Gate-type map:
Bar = 20 µm.
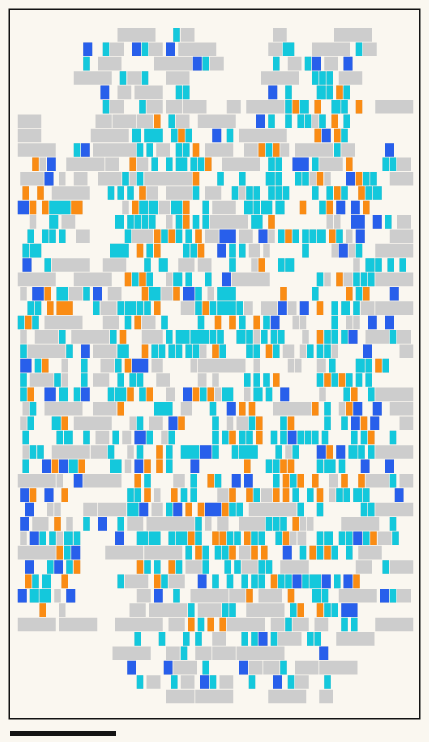
Metal layers overlaid:
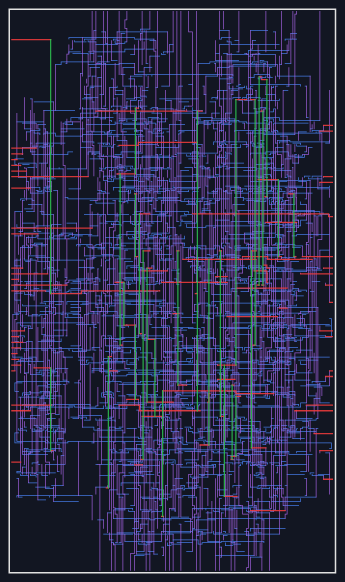
I/O pins on the die edge:
Pins as bars across the die edge, other pins in grey.
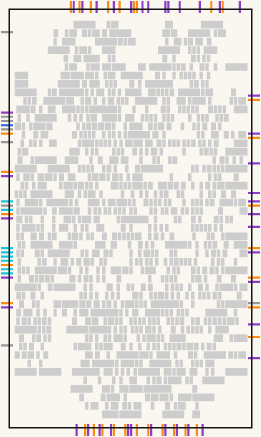
Sequential cells grouped by signal name:
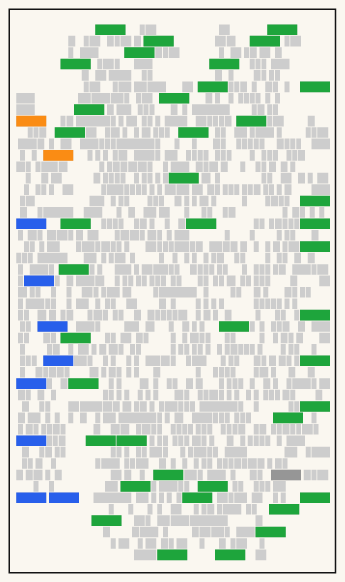
### src/rtl/product_acc_pkg.sv
// Shared types and default widths for the product accumulator slice.
package product_acc_pkg;

  localparam int PROD_W_DEF = 32;
  localparam int ACC_W_DEF  = 40;
  localparam int LEN_W_DEF  = 8;

  typedef enum logic [1:0] {
    IDLE  = 2'd0,
    ACCUM = 2'd1,
    DONE  = 2'd2
  } state_e;

endpackage

### src/rtl/product_accumulator_if.sv
// Burst/product/result handshake bundle between the multiplier side and the accumulator.
interface product_accumulator_if
  import product_acc_pkg::*;
#(
  parameter int PROD_W = PROD_W_DEF,
  parameter int ACC_W  = ACC_W_DEF,
  parameter int LEN_W  = LEN_W_DEF
);

  logic              start;
  logic [LEN_W-1:0]  len;
  logic              prod_valid;
  logic              prod_ready;
  logic [PROD_W-1:0] product;
  logic              acc_valid;
  logic              acc_ready;
  logic [ACC_W-1:0]  acc;
  logic              busy;
  logic              overflow;

  modport master (
    output start, len, prod_valid, product, acc_ready,
    input  prod_ready, acc_valid, acc, busy, overflow
  );

  modport slave (
    input  start, len, prod_valid, product, acc_ready,
    output prod_ready, acc_valid, acc, busy, overflow
  );

endinterface

### src/rtl/product_accumulator_acc_add_sat.sv
// Unsigned accumulator adder with carry-out; clamps to all-ones when PRODUCT_ACC_SAT_EN is defined.
module acc_add_sat #(
  parameter int PROD_W = 32,
  parameter int ACC_W  = 40
) (
  input  logic [ACC_W-1:0]  acc_i,
  input  logic [PROD_W-1:0] add_i,
  output logic [ACC_W-1:0]  sum_o,
  output logic              carry_o
);

  logic [ACC_W:0] raw_sum;

  assign raw_sum = {1'b0, acc_i} + {{(ACC_W + 1 - PROD_W){1'b0}}, add_i};
  assign carry_o = raw_sum[ACC_W];

`ifdef PRODUCT_ACC_SAT_EN
  // A saturated sum re-carries on any non-zero addend, so it stays pinned at all-ones.
  assign sum_o = carry_o ? {ACC_W{1'b1}} : raw_sum[ACC_W-1:0];
`else
  assign sum_o = raw_sum[ACC_W-1:0];
`endif

endmodule

### src/rtl/product_accumulator.sv
// Burst accumulator for multiplier products: IDLE -> ACCUM -> DONE with held result handshake.
// Optional saturation instead of wrap-around is selected by defining PRODUCT_ACC_SAT_EN.
module product_accumulator
  import product_acc_pkg::*;
#(
  parameter int PROD_W = PROD_W_DEF,
  parameter int ACC_W  = ACC_W_DEF,
  parameter int LEN_W  = LEN_W_DEF
) (
  input  logic                  clk_i,
  input  logic                  rst_i,
  product_accumulator_if.slave  bus
);

  state_e             state_q, state_d;
  logic [ACC_W-1:0]   acc_q, acc_d;
  logic [LEN_W-1:0]   count_q, count_d;
  logic               ovf_q, ovf_d;

  logic               beat;
  logic [ACC_W-1:0]   sum;
  logic               carry;

  assign beat = (state_q == ACCUM) && bus.prod_valid;

  acc_add_sat #(
    .PROD_W (PROD_W),
    .ACC_W  (ACC_W)
  ) u_add (
    .acc_i   (acc_q),
    .add_i   (bus.product),
    .sum_o   (sum),
    .carry_o (carry)
  );

  // NOTE: sequential state uses non-blocking assignments so every register sees pre-edge values.
  always_ff @(posedge clk_i) begin
    if (rst_i) begin
      state_q <= IDLE;
      acc_q   <= '0;
      count_q <= '0;
      ovf_q   <= 1'b0;
    end else begin
      state_q <= state_d;
      acc_q   <= acc_d;
      count_q <= count_d;
      ovf_q   <= ovf_d;
    end
  end

  // NOTE: every comb output gets a default first so no path can infer a latch.
  always_comb begin
    state_d = state_q;
    unique case (state_q)
      IDLE:    if (bus.start) state_d = (bus.len == '0) ? DONE : ACCUM;
      ACCUM:   if (beat && count_q == LEN_W'(1)) state_d = DONE;
      DONE:    if (bus.acc_ready) state_d = IDLE;
      default: state_d = IDLE;
    endcase
  end

  always_comb begin
    acc_d   = acc_q;
    count_d = count_q;
    ovf_d   = ovf_q;
    if (state_q == IDLE && bus.start) begin
      acc_d   = '0;
      ovf_d   = 1'b0;
      count_d = bus.len;
    end else if (beat) begin
      acc_d   = sum;
      count_d = count_q - LEN_W'(1);
      ovf_d   = ovf_q | carry;
    end
  end

  always_comb begin
    bus.prod_ready = (state_q == ACCUM);
    bus.acc_valid  = (state_q == DONE);
    bus.busy       = (state_q == ACCUM) || (state_q == DONE);
    bus.acc        = acc_q;
    bus.overflow   = ovf_q;
  end

endmodule
### src/flat_wrapper.sv
// flat-port wrapper written by rule: the top's interface ports become plain ports
module product_accumulator_flat import product_acc_pkg::*;
#(
  parameter int PROD_W = PROD_W_DEF,
  parameter int ACC_W  = ACC_W_DEF,
  parameter int LEN_W  = LEN_W_DEF
)
  (clk_i, rst_i, bus_start, bus_len, bus_prod_valid, bus_product, bus_acc_ready, bus_prod_ready, bus_acc_valid, bus_acc, bus_busy, bus_overflow);
  product_accumulator_if #(.PROD_W(PROD_W), .ACC_W(ACC_W), .LEN_W(LEN_W)) bus_i ();
  input  logic clk_i;
  input  logic rst_i;
  input wire logic [$bits(bus_i.start)-1:0] bus_start;
  input wire logic [$bits(bus_i.len)-1:0] bus_len;
  input wire logic [$bits(bus_i.prod_valid)-1:0] bus_prod_valid;
  input wire logic [$bits(bus_i.product)-1:0] bus_product;
  input wire logic [$bits(bus_i.acc_ready)-1:0] bus_acc_ready;
  output wire logic [$bits(bus_i.prod_ready)-1:0] bus_prod_ready;
  output wire logic [$bits(bus_i.acc_valid)-1:0] bus_acc_valid;
  output wire logic [$bits(bus_i.acc)-1:0] bus_acc;
  output wire logic [$bits(bus_i.busy)-1:0] bus_busy;
  output wire logic [$bits(bus_i.overflow)-1:0] bus_overflow;
  assign bus_i.start = bus_start;
  assign bus_i.len = bus_len;
  assign bus_i.prod_valid = bus_prod_valid;
  assign bus_i.product = bus_product;
  assign bus_i.acc_ready = bus_acc_ready;
  assign bus_prod_ready = bus_i.prod_ready;
  assign bus_acc_valid = bus_i.acc_valid;
  assign bus_acc = bus_i.acc;
  assign bus_busy = bus_i.busy;
  assign bus_overflow = bus_i.overflow;
  product_accumulator #(.PROD_W(PROD_W), .ACC_W(ACC_W), .LEN_W(LEN_W)) u_core (.clk_i(clk_i), .rst_i(rst_i), .bus(bus_i));
endmodule
### config.mk
export PLATFORM = sky130hd
export DESIGN_NAME = product_accumulator_flat
export DESIGN_NICKNAME = d
export VERILOG_FILES = /design/src/rtl/product_acc_pkg.sv /design/src/rtl/product_accumulator_if.sv /design/src/rtl/product_accumulator_acc_add_sat.sv /design/src/rtl/product_accumulator.sv /design/src/flat_wrapper.sv
export SDC_FILE = /design/constraint.sdc
export NUM_CORES = 1
export LEC_CHECK = 0
export ABC_AREA = 1
export ABC_CLOCK_PERIOD_IN_PS = 2140
export CORE_ASPECT_RATIO = 1.75
export CORE_MARGIN = 1
export CORE_UTILIZATION = 50
export CTS_CLUSTER_DIAMETER = 60
export CTS_CLUSTER_SIZE = 10
export DETAILED_ROUTE_END_ITERATION = 12
export DONT_BUFFER_PORTS = 1
export MAX_ROUTING_LAYER = met4
export PLACE_DENSITY = 0.73
export SKIP_CTS_REPAIR_TIMING = 1
export SLEW_MARGIN = 10
export SYNTH_ARGS = -nofsm -noshare
export SYNTH_HDL_FRONTEND = slang
export SYNTH_HIERARCHICAL = 1
export SYNTH_SLANG_ARGS = --single-unit
### constraint.sdc
create_clock -name clk_i -period 2.14 [get_ports clk_i]
set_input_delay 0.428 -clock clk_i [delete_from_list [all_inputs] [get_ports clk_i]]
set_output_delay 0.428 -clock clk_i [all_outputs]
set_load 0.03 [all_outputs]
==> reports/metrics.cfg <==
[final_timing]
final.hold.worst_slack_ps = 187
grt_setup_unrepaired = true
relSlewSlack = 0.679
worst_case_setup_margin_in_the_final_layout_ps = 75.2

[cts]
clk_pin_slew_worst_paths_ps = 70
worst_skew_pair_later_pin_latency_ps = 300
cts_sinks = 51
tritoncts = yes

[grt]
first_global_vias = 5430
use_met2 = 0.600
globalRouteTotalUtil = 0.299

[power_and_ir_drop]
power_report.internal_total_mw = 2.26
post-layout-total-power_mw = 4.15
powerSeq_mw = 1.16
p_per_area_nw_per_um2 = 726
pwr-share-clk = 0.213
worst_ir_drop_vdd_v = 0.000622

[synthesis]
ys_top_logic_family = simple AND/OR/NAND/NOR gates
postSynthRegisterBits = 51
synth.cellmix.adderShare = 0.0972
postSynth.topFlopCell = sky130_fd_sc_hd__dfxtp_1
post_synth_mux_area_share = 0
synth.yosys.seq_area_share = 0.205
synth_area_per_cell_um2 = 5.63
synth_cells = 883
synth.top_cell.area_share = 0.268
number_of_enable_flip_flop_cells = 0
netlist_top_cells_count = sky130_fd_sc_hd__nand2_1, sky130_fd_sc_hd__inv_1, sky130_fd_sc_hd__a21oi_1, sky130_fd_sc_hd__nor2_1, sky130_fd_sc_hd__dfxtp_1

[worst_setup_path]
critPathSlowestCell = sky130_fd_sc_hd__ha_1
cp-end-kind = flip-flop
timing.critical_path.required_ps = 2380

[placed_design]
numPortBuffers = 0
dp_hpwl_mm = 11.8

[drt]
detail-route-antenna-nets = 0
totalWireLength_mm = 14.9

[die]
core_area_um2 = 9590
fp_util = 0.519
die.size.x_um = 77.4
dieArea_um2 = 10400

[finish]
final_layout_top_logic_cells = sky130_fd_sc_hd__nand2_1, sky130_fd_sc_hd__inv_1, sky130_fd_sc_hd__a21oi_1, sky130_fd_sc_hd__nor2_1, sky130_fd_sc_hd__buf_4
mi_logic_area_um2 = 3390

[run_status]
outcome = finished clean

Notes on 'gate-type map' above:
- cyan: NAND gates (cells 414; most used nand2_1; where widely spread)
- orange: inverters (cells 151; most used inv_1)
- blue: inverting AOI/OAI gates (cells 99; most used a21oi_1; where widely spread)

Notes on 'metal layers overlaid' above:
- purple: met2 (wire length 8,320 µm)
- red: met3 (wire length 538 µm)
- blue: met1 (wire length 5,060 µm)
- green: met4 (wire length 940 µm)

Notes on 'I/O pins on the die edge' above:
- blue: bus_acc_ready (pins 1; direction input; edge left)
- purple: bus_acc (pins 40; direction output; edge 13 top, 11 bottom, 11 right, 5 left)
- orange: bus_product (pins 32; direction input; edge 11 bottom, 9 top, 7 right, 5 left)
- cyan: bus_len (pins 8; direction input; edge left)
- all pins by edge: 26 left, 22 top, 22 bottom, 19 right

Notes on 'sequential cells grouped by signal name' above:
- orange: u_core/state_q (sequential cells 2)
- green: u_core/bus.acc (sequential cells 40; where widely spread)
- blue: u_core/count_q (sequential cells 8)
- not coloured: 1

==> final timing paths <==
kind                                   startpoint                         endpoint  cells after the start
setup / recovery  u_core/bus.acc[17]$_SDFFE_PP0P_  u_core/bus.acc[35]$_SDFFE_PP0P_                     12
setup reg to reg  u_core/bus.acc[17]$_SDFFE_PP0P_  u_core/bus.acc[35]$_SDFFE_PP0P_                     12
hold / removal                              rst_i   u_core/count_q[7]$_SDFFE_PP0P_                      1
hold reg to reg    u_core/count_q[1]$_SDFFE_PP0P_   u_core/count_q[1]$_SDFFE_PP0P_                      2
==> area by class of cell <==
type / count / area share
flip-flops and latches: 51 / 0.179
multi-input cells: 668 / 0.593
clock buffers: 8 / 0.0274
repair buffers: 54 / 0.0732
well taps: 122 / 0.0267
inverters: 151 / 0.101
Power figures rest on the tool's default switching activity, not on a simulated workload.
